**src/rtl/fifo.sv**
```systemverilog
// rtl/fifo.sv - single-clock first-word-fall-through FIFO with full/empty status
// Optional sticky overflow/underflow flags are enabled by defining FIFO_ERR_EN.
module fifo #(
  parameter int WIDTH = 32,
  parameter int DEPTH = 4,
  parameter int AW    = $clog2(DEPTH)
) (
  input  logic             clk,
  input  logic             rst,
  input  logic             push,
  input  logic             pop,
  input  logic [WIDTH-1:0] in_data,
  output logic [WIDTH-1:0] out_data,
  output logic             full,
  output logic             empty
`ifdef FIFO_ERR_EN
  ,
  output logic             overflow,
  output logic             underflow
`endif
);

  logic [WIDTH-1:0] fifo_mem [DEPTH];
  logic [AW:0]      fifo_head;
  logic [AW:0]      fifo_tail;
  logic             push_ok;
  logic             pop_ok;

  // Extra wrap bit distinguishes full from empty when the indices match.
  assign empty = (fifo_head == fifo_tail);
  assign full  = (fifo_head[AW-1:0] == fifo_tail[AW-1:0]) &&
                 (fifo_head[AW] != fifo_tail[AW]);

  assign push_ok  = push && !full;
  assign pop_ok   = pop && !empty;
  assign out_data = fifo_mem[fifo_head[AW-1:0]];

  always_ff @(posedge clk or posedge rst) begin
    if (rst) begin
      fifo_head <= '0;
      fifo_tail <= '0;
      for (int i = 0; i < DEPTH; i++) begin
        fifo_mem[i] <= '0;
      end
    end else begin
      if (push_ok) begin
        fifo_mem[fifo_tail[AW-1:0]] <= in_data;
        fifo_tail <= fifo_tail + 1'b1;
      end
      if (pop_ok) begin
        fifo_head <= fifo_head + 1'b1;
      end
    end
  end

`ifdef FIFO_ERR_EN
  always_ff @(posedge clk or posedge rst) begin
    if (rst) begin
      overflow  <= 1'b0;
      underflow <= 1'b0;
    end else begin
      if (push && full) begin
        overflow <= 1'b1;
      end
      if (pop && empty) begin
        underflow <= 1'b1;
      end
    end
  end
`endif

endmodule

```
**config.mk**
```make
export PLATFORM = sky130hd
export DESIGN_NAME = fifo
export DESIGN_NICKNAME = d
export VERILOG_FILES = /design/src/rtl/fifo.sv
export SDC_FILE = /design/constraint.sdc
export NUM_CORES = 1
export LEC_CHECK = 0
export ABC_AREA = 0
export CAP_MARGIN = 0
export CORE_MARGIN = 5
export CORE_UTILIZATION = 47
export CTS_CLUSTER_DIAMETER = 40
export DETAILED_ROUTE_END_ITERATION = 8
export GPL_TIMING_DRIVEN = 1
export PLACE_DENSITY = 0.8
export SYNTH_ARGS = -nofsm -noshare
export SYNTH_HDL_FRONTEND = slang
export SYNTH_SLANG_ARGS = --single-unit
export TNS_END_PERCENT = 30
```
**constraint.sdc**
```tcl
create_clock -name clk -period 5.9 [get_ports clk]
set_clock_uncertainty 0.2 [all_clocks]
set_input_delay 1.77 -clock clk [delete_from_list [all_inputs] [get_ports clk]]
set_output_delay 1.77 -clock clk [all_outputs]
set_load 0.1 [all_outputs]
```
==> results.json <==
{
  "status": "complete, no violations",
  "die_y_um": 128,
  "critPathSlowestCell": "clkdlybuf4s50_1",
  "setup_violations": 0,
  "ys_seq_share_pct": 51.5,
  "common_cells": "134 x dfrtp_1, 111 x mux2_4, 32 x mux4_2",
  "start_kind": "register",
  "top_area_share_pct": 51.5,
  "ys_ff": 134,
  "ys.warnings.count": 0,
  "postSynth.asyncResetShare_pct": 100,
  "cp_data_required_time_ns": 3.93,
  "grt-ovfl-total": 0,
  "arrival_ns": 3.15,
  "wl_per_cell_um": 20.6,
  "io_buffers": 69,
  "antenna_found_initial": 0,
  "htreeDepth": 4,
  "drive_gt1_share_pct": 47.2,
  "finalNonFillerCells": 623,
  "timing.final.crit_share_pct": 86.7
}
worst paths after layout:
| kind | from | to | slack [ns] | depth (start not counted) |
|---|---|---|---|---|
| max in group asynchronous | rst | fifo_mem[84] | 2.83 | 3 |
| min reg2reg | fifo_mem[100] | fifo_mem[100] | 0.30 | 1 |
| max | fifo_head[0] | out_data[23] | 0.78 | 3 |
| max reg2reg | fifo_head[1] | fifo_mem[63] | 2.59 | 4 |
| min | fifo_mem[100] | fifo_mem[100] | 0.30 | 1 |
| min in group asynchronous | rst | fifo_mem[18] | 1.76 | 2 |
critical path: cells and delay by family (launching register included):
| kind | cells | cell delay, ns |
|---|---|---|
| buffers and inverters | 2 | 1.33 |
| flip-flops | 1 | 0.86 |
| multiplexers | 1 | 0.53 |
placed cells by master (no fill, tap or decap), types with 3 or more instances in the layout:
cell type          n
a31oi_4            4
nand2_1            5
clkinv_2           4
mux2_2            19
bufinv_16          3
clkbuf_1           5
buf_4              8
dfrtp_1          132
mux2_4           111
inv_1              4
mux4_2            32
xor2_1             3
clkbuf_16         17
nor2_1             3
clkdlybuf4s50_1   67
ha_1               5
per-layer routing:
layer / vias up / share of wire, % / wire (um) / global-route usage (%)
li1: 1472 / - / - / -
met1: 1806 / 44 / 5660 / 21.6
met2: 63 / 50 / 6460 / 27.7
met3: 17 / 3.9 / 498 / 3.96
met4: 0 / 1.5 / 196 / 6.18
met5: - / 0 / 0 / 0
sequential cells by signal, indices dropped and copies added (netlist names):
| register | flops |
|---|---|
| fifo_tail | 3 |
| fifo_mem | 128 |
| fifo_head | 3 |
kinds of logic after synthesis:
group                      count (synthesis)  synth area share, %
DFF                                      134                 51.5
and+or+nand+nor                            9                0.538
AOI/OAI and AO/OA                         12                 2.17
adders and majority gates                  5                0.961
xor gates and xnor gates                   8                 1.77
buffers and inverters                     25                 3.11
muxes                                    162                 40.0
area by class of cell:
| type | count | area (um^2) | share of cell area (%) |
|---|---|---|---|
| clock inverters | 9 | 126 | 1.60 |
| inverters | 5 | 23.8 | 0.301 |
| multi-input cells | 196 | 2960 | 37.4 |
| flip-flops and latches | 134 | 3360 | 42.5 |
| clock buffers | 23 | 458 | 5.80 |
| repair buffers | 76 | 751 | 9.51 |
| well taps | 180 | 225 | 2.85 |
per-stage QoR:
stage          area (um^2)  hold slack [ns]
6_report              7900            0.303
5_1_grt               7900            0.317
4_1_cts               7900            0.306
3_5_place_dp          7310            0.288
3_3_place_gp          7310            0.283
2_1_floorplan         6510            0.275
### Selected gate families

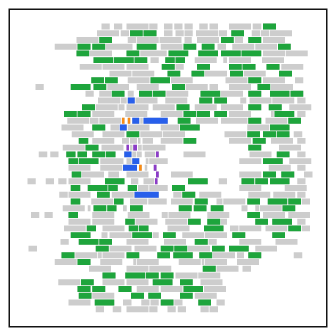
legend:
  green:
    family: multiplexers
    cells: 162
    most_used: mux2_4
    where: widely spread
  purple:
    family: NAND gates
    cells: 6
    most_used: nand2_1
    where: middle
  orange:
    family: NOR gates
    cells: 3
    most_used: nor2_1
  blue:
    family: XOR/XNOR gates
    cells: 8
    most_used: xor2_1
    where: middle

### The clock network

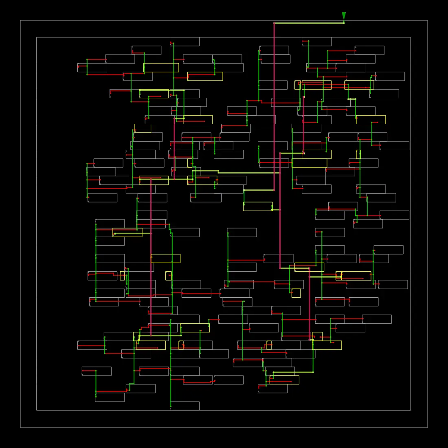
# clk buffers: 23
clk latency late pin: 0.41 ns
CTS Buf Count: 17

### Drive-strength map

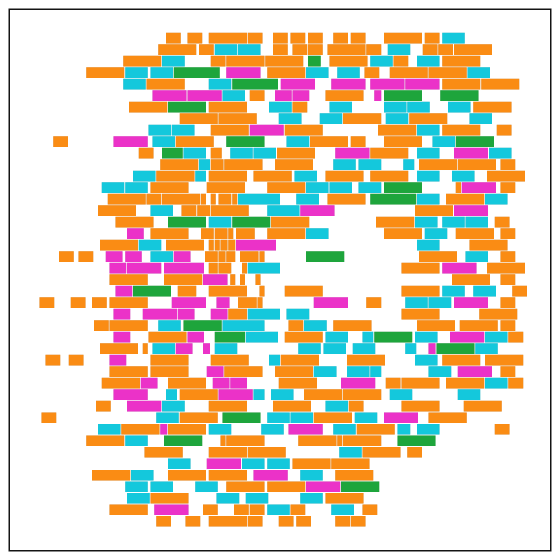
legend:
  green:
    size: drive 6 and up
    cells: 23
    most_used: clkbuf_16
  magenta:
    size: drive 2
    cells: 59
    most_used: mux4_2
  cyan:
    size: drive 3 to 4
    cells: 127
    most_used: mux2_4
  orange:
    size: drive 1 or less
    cells: 234
    most_used: dfrtp_1

### Placement by cell class

Bar = 50 um. Fill, decap, tap and diode cells in grey.
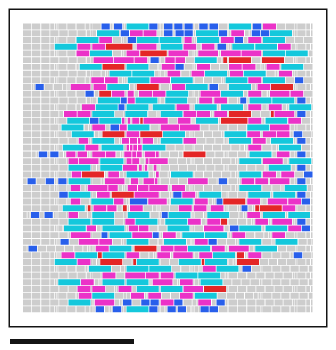
legend:
  cyan:
    class: flops
    cells: 134
  magenta:
    class: all other logic
    cells: 201
  red:
    class: clock drivers and dummy loads
    cells: 32
  blue:
    class: other buffers and delay cells
    cells: 76
post-layout util: 57.5%
Core Rows: 43

